### config.mk
export PLATFORM = sky130hd
export DESIGN_NAME = ahb_sram_bridge
export DESIGN_NICKNAME = d
export VERILOG_FILES = /design/src/rtl/ahb_sram_bridge.sv
export SDC_FILE = /design/constraint.sdc
export NUM_CORES = 1
export LEC_CHECK = 0
export CAP_MARGIN = 20
export CORE_MARGIN = 4
export CORE_UTILIZATION = 41
export CTS_CLUSTER_DIAMETER = 40
export DETAILED_ROUTE_END_ITERATION = 12
export GPL_ROUTABILITY_DRIVEN = 0
export PLACE_DENSITY = 0.81
export SYNTH_ARGS = -nofsm -noshare
export SYNTH_HDL_FRONTEND = slang
export SYNTH_SLANG_ARGS = --single-unit
### constraint.sdc
create_clock -name clk -period 2.3 [get_ports clk]
set_input_delay 0.46 -clock clk [delete_from_list [all_inputs] [get_ports clk]]
set_output_delay 0.46 -clock clk [all_outputs]
set_load 0.01 [all_outputs]
### src/rtl/ahb_sram_bridge.sv
// Zero-wait AHB-Lite slave in front of a 256x32 single-port SRAM, with a one-entry
// posted-write buffer and read forwarding. Define AHB_SRAM_ALIGN_ERR_EN to ERROR misaligned transfers.
module ahb_sram_bridge (
  input  logic        clk,
  input  logic        rst,
  input  logic        hsel,
  input  logic [31:0] haddr,
  input  logic [1:0]  htrans,
  input  logic        hwrite,
  input  logic [2:0]  hsize,
  input  logic [31:0] hwdata,
  input  logic        hready,
  output logic        hreadyout,
  output logic        hresp,
  output logic [31:0] hrdata,
  output logic [7:0]  ram_addr,
  output logic [31:0] ram_din,
  output logic [3:0]  ram_ben,
  output logic        ram_wren,
  input  logic [31:0] ram_dout
);

  // Handshake: a transfer is accepted when hsel & htrans[1] & hready; its data phase is the
  // following cycle, which this slave always completes at once (hreadyout=1) except in an ERROR.
  logic       acc, mis, rd_ap, wr_dp, rd_dp, fill, drain, fwd_hit;
  logic [3:0] ap_mask;
  logic       dp_valid, dp_write;
  logic [7:0] dp_waddr;
  logic [3:0] dp_mask;
  logic        buf_valid;
  logic [7:0]  buf_addr;
  logic [3:0]  buf_ben;
  logic [31:0] buf_data;
  logic        unused_haddr;

  assign unused_haddr = ^haddr[31:10];

`ifdef AHB_SRAM_ALIGN_ERR_EN
  typedef enum logic [1:0] {ERR_IDLE, ERR_WAIT, ERR_RESP} err_state_t;
  err_state_t err_state, err_next;

  assign mis = (hsize > 3'd2) | ((hsize == 3'd2) & (|haddr[1:0])) | ((hsize == 3'd1) & haddr[0]);
  assign acc = hsel & htrans[1] & hready & (err_state != ERR_WAIT) & ~rst;

  always_ff @(posedge clk) begin
    if (rst) err_state <= ERR_IDLE;
    else     err_state <= err_next;
  end

  always_comb begin
    err_next  = err_state;
    hreadyout = 1'b1;
    hresp     = 1'b0;
    case (err_state)
      ERR_IDLE: if (acc & mis) err_next = ERR_WAIT;
      ERR_WAIT: begin
        hreadyout = 1'b0;
        hresp     = 1'b1;
        err_next  = ERR_RESP;
      end
      ERR_RESP: begin
        hresp    = 1'b1;
        err_next = (acc & mis) ? ERR_WAIT : ERR_IDLE;
      end
      default: err_next = ERR_IDLE;
    endcase
    if (rst) begin
      hreadyout = 1'b1;
      hresp     = 1'b0;
    end
  end
`else
  assign mis       = 1'b0;
  assign acc       = hsel & htrans[1] & hready & ~rst;
  assign hreadyout = 1'b1;
  assign hresp     = 1'b0;
`endif

  // Misaligned low bits are ignored: the lane is picked from the aligned position; hsize>2 acts as word.
  always_comb begin
    case (hsize)
      3'd0:    ap_mask = 4'b0001 << haddr[1:0];
      3'd1:    ap_mask = haddr[1] ? 4'b1100 : 4'b0011;
      default: ap_mask = 4'b1111;
    endcase
  end

  assign rd_ap   = acc & ~hwrite & ~mis;
  assign wr_dp   = dp_valid & dp_write;
  assign rd_dp   = dp_valid & ~dp_write;
  assign fwd_hit = buf_valid & (buf_addr == dp_waddr);

  always_ff @(posedge clk) begin
    if (rst) begin
      dp_valid <= 1'b0;
      dp_write <= 1'b0;
      dp_waddr <= '0;
      dp_mask  <= '0;
    end else if (hready) begin
      dp_valid <= acc & ~mis;
      dp_write <= hwrite;
      dp_waddr <= haddr[9:2];
      dp_mask  <= ap_mask;
    end
  end

  // Port arbitration: read address phase, then direct write, then buffer drain.
  always_comb begin
    ram_addr = '0;
    ram_din  = '0;
    ram_ben  = '0;
    ram_wren = 1'b0;
    fill     = 1'b0;
    drain    = 1'b0;
    if (!rst) begin
      if (rd_ap) begin
        ram_addr = haddr[9:2];
        ram_ben  = 4'b1111;
        fill     = wr_dp;
      end else if (wr_dp) begin
        ram_addr = dp_waddr;
        ram_din  = hwdata;
        ram_ben  = dp_mask;
        ram_wren = 1'b1;
      end else if (buf_valid) begin
        ram_addr = buf_addr;
        ram_din  = buf_data;
        ram_ben  = buf_ben;
        ram_wren = 1'b1;
        drain    = 1'b1;
      end
    end
  end

  always_ff @(posedge clk) begin
    if (rst) begin
      buf_valid <= 1'b0;
      buf_addr  <= '0;
      buf_ben   <= '0;
      buf_data  <= '0;
    end else if (fill) begin
      buf_valid <= 1'b1;
      buf_addr  <= dp_waddr;
      buf_ben   <= dp_mask;
      buf_data  <= hwdata;
    end else if (drain) begin
      buf_valid <= 1'b0;
    end
  end

  always_comb begin
    hrdata = '0;
    if (!rst && rd_dp) begin
      for (int i = 0; i < 4; i++)
        hrdata[8*i +: 8] = (fwd_hit && buf_ben[i]) ? buf_data[8*i +: 8] : ram_dout[8*i +: 8];
    end
  end

  // The buffer is always drained before the next write data phase can arrive.
  a_no_write_over_buffer: assert property (@(posedge clk) disable iff (rst) !(wr_dp && buf_valid));

endmodule
==> results.py, run 1 <==
# Physical implementation metrics
metrics = {
    "run_status": {
        "status": "finished with violations",
        "violations": "setup timing",
    },
    "synth": {
        "synth.distinct_cells": 31,
        "netlist_area_um2": 3740,
        "ys_chip_area_um2": 3740,
        "synth.most_common_cell": "nand2_1",
        "edf_count": 0,
        "ys_seq_share": 0.316,
        "ys_ff": 59,
        "ys_sh_simple": 0.354,
        "syn_inst": 550,
        "logic_family": "simple AND/OR/NAND/NOR gates",
        "compound_area_frac": 0.142,
        "avgSynthCellArea_um2": 6.80,
        "ys.flop_type": "dfxtp_1",
        "top_cells_by_count": "nand2_1, a21oi_1, dfxtp_1",
        "synth-warning-count": 0,
        "fp_nets": 656,
    },
    "die": {
        "core.rowCount": 34,
        "n_tap_cell": 108,
        "ios": 185,
        "dieArea_um2": 10700,
        "initial_utilization": 0.425,
        "die_h_um": 104,
    },
    "final_timing": {
        "tns_ns": -3.15,
        "min_period_over_period": 1.07,
        "finalSetupViolations": 32,
        "grt_setup_unrepaired": "yes",
        "fin_ws_ns": -0.155,
    },
    "placement": {
        "post-place-ws_ns": -0.615,
        "dpl.cell_count": 816,
        "port_buffers": 159,
        "dpl.hpwl_mm": 9.39,
        "dpl_cell_area_um2": 5740,
    },
    "cts": {
        "cts.clk_slew.worst_paths_ns": 0.08,
        "cts_resized": 211,
        "clkLatencyLatePin_ns": 0.33,
        "post_cts_buffers": 3,
        "htree_levels": 3,
    },
    "setup_path": {
        "max_stage_delay_ns": 0.34,
        "worstPathArrival_ns": 2.00,
        "cp_cell_sequence": "xnor2_2 > nand3_1 > nor4_4 > buf_12 > mux2i_1 > clkdlybuf4s15_2",
        "required_ns": 1.84,
        "crit_buf_inv": 2,
        "end_kind": "output port",
        "crit_family": "simple AND/OR/NAND/NOR gates",
        "worst-path-max-fanout": 8,
        "critPathKind": "flip-flop to output port",
    },
    "route": {
        "firstDrtPassIters": 5,
        "ant_nets": 0,
        "drt_iter0_markers": 356,
        "wl_per_cell_um": 16.3,
        "drc": 0,
        "routed_wl_mm": 13.7,
        "viasPerCell": 5.49,
        "vias": 4624,
    },
    "final_layout": {
        "register_area_um2": 1200,
        "final_util": 0.684,
        "clock_cell_area_share": 0.0322,
        "drive_above_1_share": 0.226,
        "final_area_um2": 6020,
        "buffer_area_frac": 0.324,
        "layout_top_cell": "nand2_1",
        "layoutNonFillerInstCount": 843,
        "final_cell_mix": "nand2_1, a21oi_1, clkdlybuf4s50_1",
    },
    "grt": {
        "grt_pass1_wl_mm": 21.3,
        "grt-ovfl-total": 0,
        "grt_max_degree": 48,
        "use_met1": 0.277,
        "grt.total_usage": 0.234,
        "antenna_found_initial": 0,
    },
    "pwr": {
        "clock_power_share": 0.390,
        "p_sw_frac": 0.256,
        "p_switching_uw": 604,
        "worst_ir_drop_vdd_v": 0.000328,
        "p_clk_uw": 923,
        "power-top-group": "registers",
        "pg_seq_uw": 1060,
        "p_comb_uw": 385,
        "pwr-share-comb": 0.163,
        "total_power_uw": 2360,
        "powerDensity_nw_per_um2": 393,
    },
    "worst_hold_path": {
        "min_path_type": "input port to flip-flop",
    },
}
-- run 1: routing by layer --
layer,up-vias,part of all wire
li1,2209,-
met1,2182,0.41
met2,208,0.51
met3,25,0.067
met4,0,0.021
met5,-,0
-- run 1: final timing paths --
kind	start	end	slack [ns]	cells after the start
hold / removal	hwrite	dp_write$_SDFFE_PP0P_	0.41	3
hold reg to reg	buf_data[18]$_SDFFE_PP0P_	buf_data[18]$_SDFFE_PP0P_	0.47	2
setup reg to reg	dp_valid$_SDFFE_PP0P_	buf_addr[4]$_SDFFE_PP0P_	0.77	6
setup / recovery	buf_addr[3]$_SDFFE_PP0P_	hrdata[31]	-0.16	6
-- run 1: state kept, by name (all words and copies together) (netlist names) --
register and cells:
buf_addr 8, buf_ben 4, buf_data 32, buf_valid 1, dp_mask 4, dp_valid 1
dp_waddr 8, dp_write 1
### The clock network, run 1

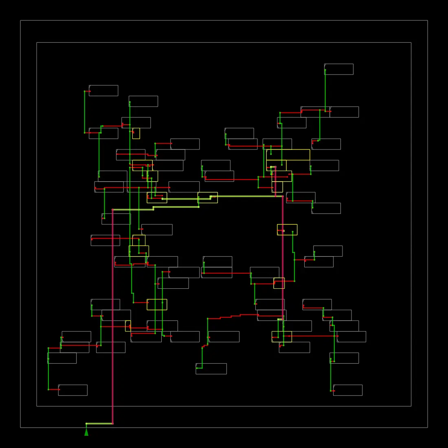
registers: 59
Sink Count: 59
Setup Skew: 0.0105 ns
TritonCTS Buffers: 9
clock buf count: 10

### The metal 4 layer, run 1

(4 px per µm) Supply wires on this layer in gray. Cells faint in the background.
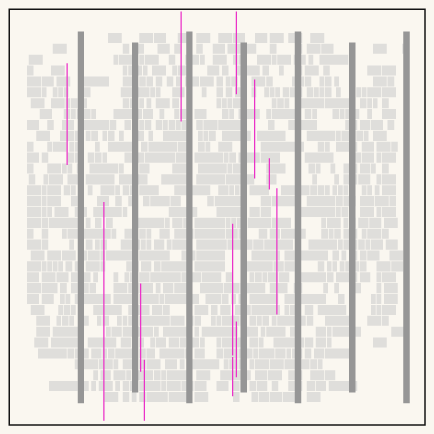
wire length on this layer	283 µm
main direction	vertical
longest straight run	54.4 µm

### Signal wires on met3, run 1

(4 px per µm) Cells faint in the background.
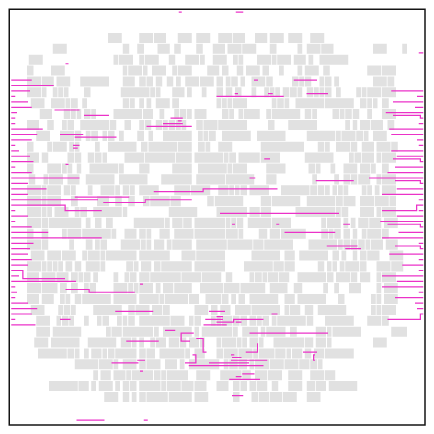
main direction	horizontal
longest straight run	29.4 µm
share of all routed wire	6.7%

## Run 2: what changed since run 1
--- a/config.mk
+++ b/config.mk
@@ -12,6 +12,7 @@
 export DETAILED_ROUTE_END_ITERATION = 12
 export GPL_ROUTABILITY_DRIVEN = 0
 export PLACE_DENSITY = 0.81
+export SLEW_MARGIN = 20
 export SYNTH_ARGS = -nofsm -noshare
 export SYNTH_HDL_FRONTEND = slang
 export SYNTH_SLANG_ARGS = --single-unit
### Close-up of the layout, run 2

Region (53, 53) to (103, 103) µm. Cells in gray, sequential cells in the stronger gray; small squares are vias.
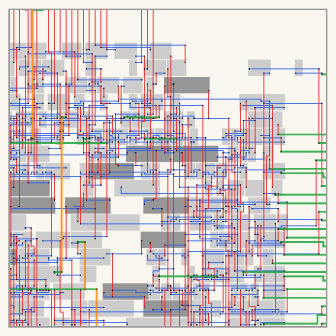
color	layer
orange	metal 4
red	metal 2
blue	metal 1
green	metal 3
most frequent	nand2_1 (59), clkdlybuf4s50_1 (22), a21oi_1 (21)
sequential cells in the window	11
cells with their middle in the window	177
netlist names of flops here include	buf_data (11)

### The metal 4 layer, run 2

(4 px per µm) Supply wires on this layer in gray. Cells faint in the background.
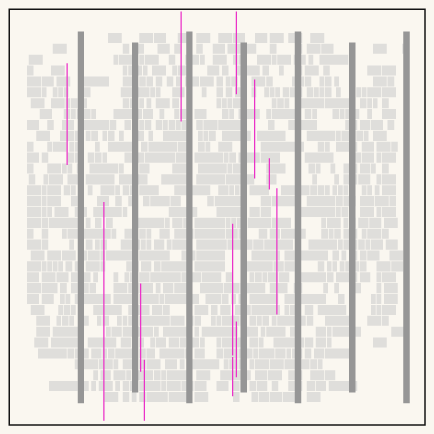
main direction	vertical
wire length on this layer	283 µm
Vias: 4624
DRT Wirelength: 13.7 mm

==> results.py, run 2 <==
# Physical implementation metrics
metrics = {
    "cts": {
        "cts.sinks": 59,
        "cts.clk_slew.worst_paths_ns": 0.08,
        "clkLatencyLatePin_ns": 0.33,
        "cts_buffers": 9,
        "clockBufferDepth": 2,
        "htree_levels": 3,
    },
    "setup_path": {
        "reg2regPathDepth": 6,
        "cp_cell_sequence": "xnor2_2 > nand3_1 > nor4_4 > buf_12 > mux2i_1 > clkdlybuf4s15_2",
        "max_stage_delay_ns": 0.34,
        "crit_start": "buf_addr[3]$_SDFFE_PP0P_",
        "cp_num_cells": 6,
        "worst-path-max-fanout": 8,
        "crit_buf_inv": 2,
        "crit_family": "simple AND/OR/NAND/NOR gates",
        "crit_end": "hrdata[31]",
        "r2r-start": "dp_valid$_SDFFE_PP0P_",
        "critPathKind": "flip-flop to output port",
        "required_ns": 1.84,
        "rr_endpoint": "buf_addr[4]$_SDFFE_PP0P_",
        "end_kind": "output port",
        "rrSetupSlack_ns": 0.77,
        "worstPathArrival_ns": 2.00,
    },
    "placement": {
        "post-place-ws_ns": -0.615,
        "port_buffers": 159,
        "dpl.cell_count": 816,
        "dpl.hpwl_mm": 9.39,
        "dpl_cell_area_um2": 5740,
    },
    "pwr": {
        "p_switching_uw": 604,
        "clock_power_share": 0.390,
        "total_power_uw": 2360,
        "pwr-share-comb": 0.163,
        "worst_ir_drop_vdd_v": 0.000328,
        "p_sw_frac": 0.256,
    },
    "die": {
        "core.rowCount": 34,
        "ios": 185,
        "initial_utilization": 0.425,
        "dieArea_um2": 10700,
    },
    "route": {
        "drt_iter0_markers": 356,
        "ant_nets": 0,
        "wl_per_cell_um": 16.3,
        "route.met3.wl_um": 917,
        "firstDrtPassIters": 5,
        "dr.max_layer_used": "met4",
        "viasPerCell": 5.49,
        "wl_met1_mm": 5.56,
        "wl_met2_mm": 6.96,
        "drc": 0,
    },
    "synth": {
        "top_cells_by_count": "nand2_1, a21oi_1, dfxtp_1",
        "netlist_area_um2": 3740,
        "compound_area_frac": 0.142,
        "ys_sh_simple": 0.354,
        "synth.most_common_cell": "nand2_1",
        "logic_family": "simple AND/OR/NAND/NOR gates",
        "synth-warning-count": 0,
        "ys_chip_area_um2": 3740,
        "ys_ff": 59,
        "synth.distinct_cells": 31,
        "syn_inst": 550,
        "avgSynthCellArea_um2": 6.80,
        "synth-xor-area-share": 0.0217,
        "fp_nets": 656,
        "edf_count": 0,
        "ys.flop_type": "dfxtp_1",
    },
    "run_status": {
        "status": "finished with violations",
        "violations": "setup timing",
    },
    "final_layout": {
        "layoutNonFillerInstCount": 843,
        "drive_above_1_share": 0.226,
        "final_cell_mix": "nand2_1, a21oi_1, clkdlybuf4s50_1",
        "top_register": "buf_data",
        "layout_top_cell": "nand2_1",
        "reg.largest.list": "buf_data: 32 flops, buf_addr: 8 flops, dp_waddr: 8 flops",
        "final_util": 0.684,
        "final_area_um2": 6020,
    },
    "grt": {
        "use_met1": 0.277,
        "antenna_found_initial": 0,
        "grt-ovfl-total": 0,
        "grt_max_degree": 48,
        "grt.total_usage": 0.234,
        "grt_pass1_wl_mm": 21.3,
    },
    "final_timing": {
        "tns_ns": -3.15,
        "fin_skew_ns": 0.0105,
        "grt_setup_unrepaired": "yes",
        "fin_ws_ns": -0.155,
        "min_period_over_period": 1.07,
        "hold-worst-slack_ns": 0.409,
        "finalSetupViolations": 32,
    },
    "worst_hold_path": {
        "whs_endpoint": "dp_write$_SDFFE_PP0P_",
        "min_path_type": "input port to flip-flop",
        "hold_start": "hwrite",
        "hold_path_depth": 3,
    },
}
==> run 2: layout make-up <==
class	count	area, µm²	area share
Multi-Input combinational cell	444	2540	0.423
Sequential cell	59	1200	0.199
Timing Repair Buffer	216	1950	0.324
Tap cell	108	135	0.0224
Clock buffer	10	128	0.0212
Clock inverter	6	66.3	0.0110
==> run 2: power groups by stage <==
stage                     registers, µW  clock network [µW]  logic (µW)
after CTS                          1050                 939         359
after floorplan                    1070                   0         119
final                              1060                 923         385
after global routing               1060                 974         408
after global placement             1070                   0         340
after detailed placement           1080                   0         348
==> run 2: repair_timing <==
item / 4_1_cts / 5_1_grt
setup buffers: 3 / 5
pin swaps: 9 / 13
cloned: 2 / 1
setup endpoints to repair: 77 / 59
resized: 211 / 41
Power and IR drop assume default switching activity.
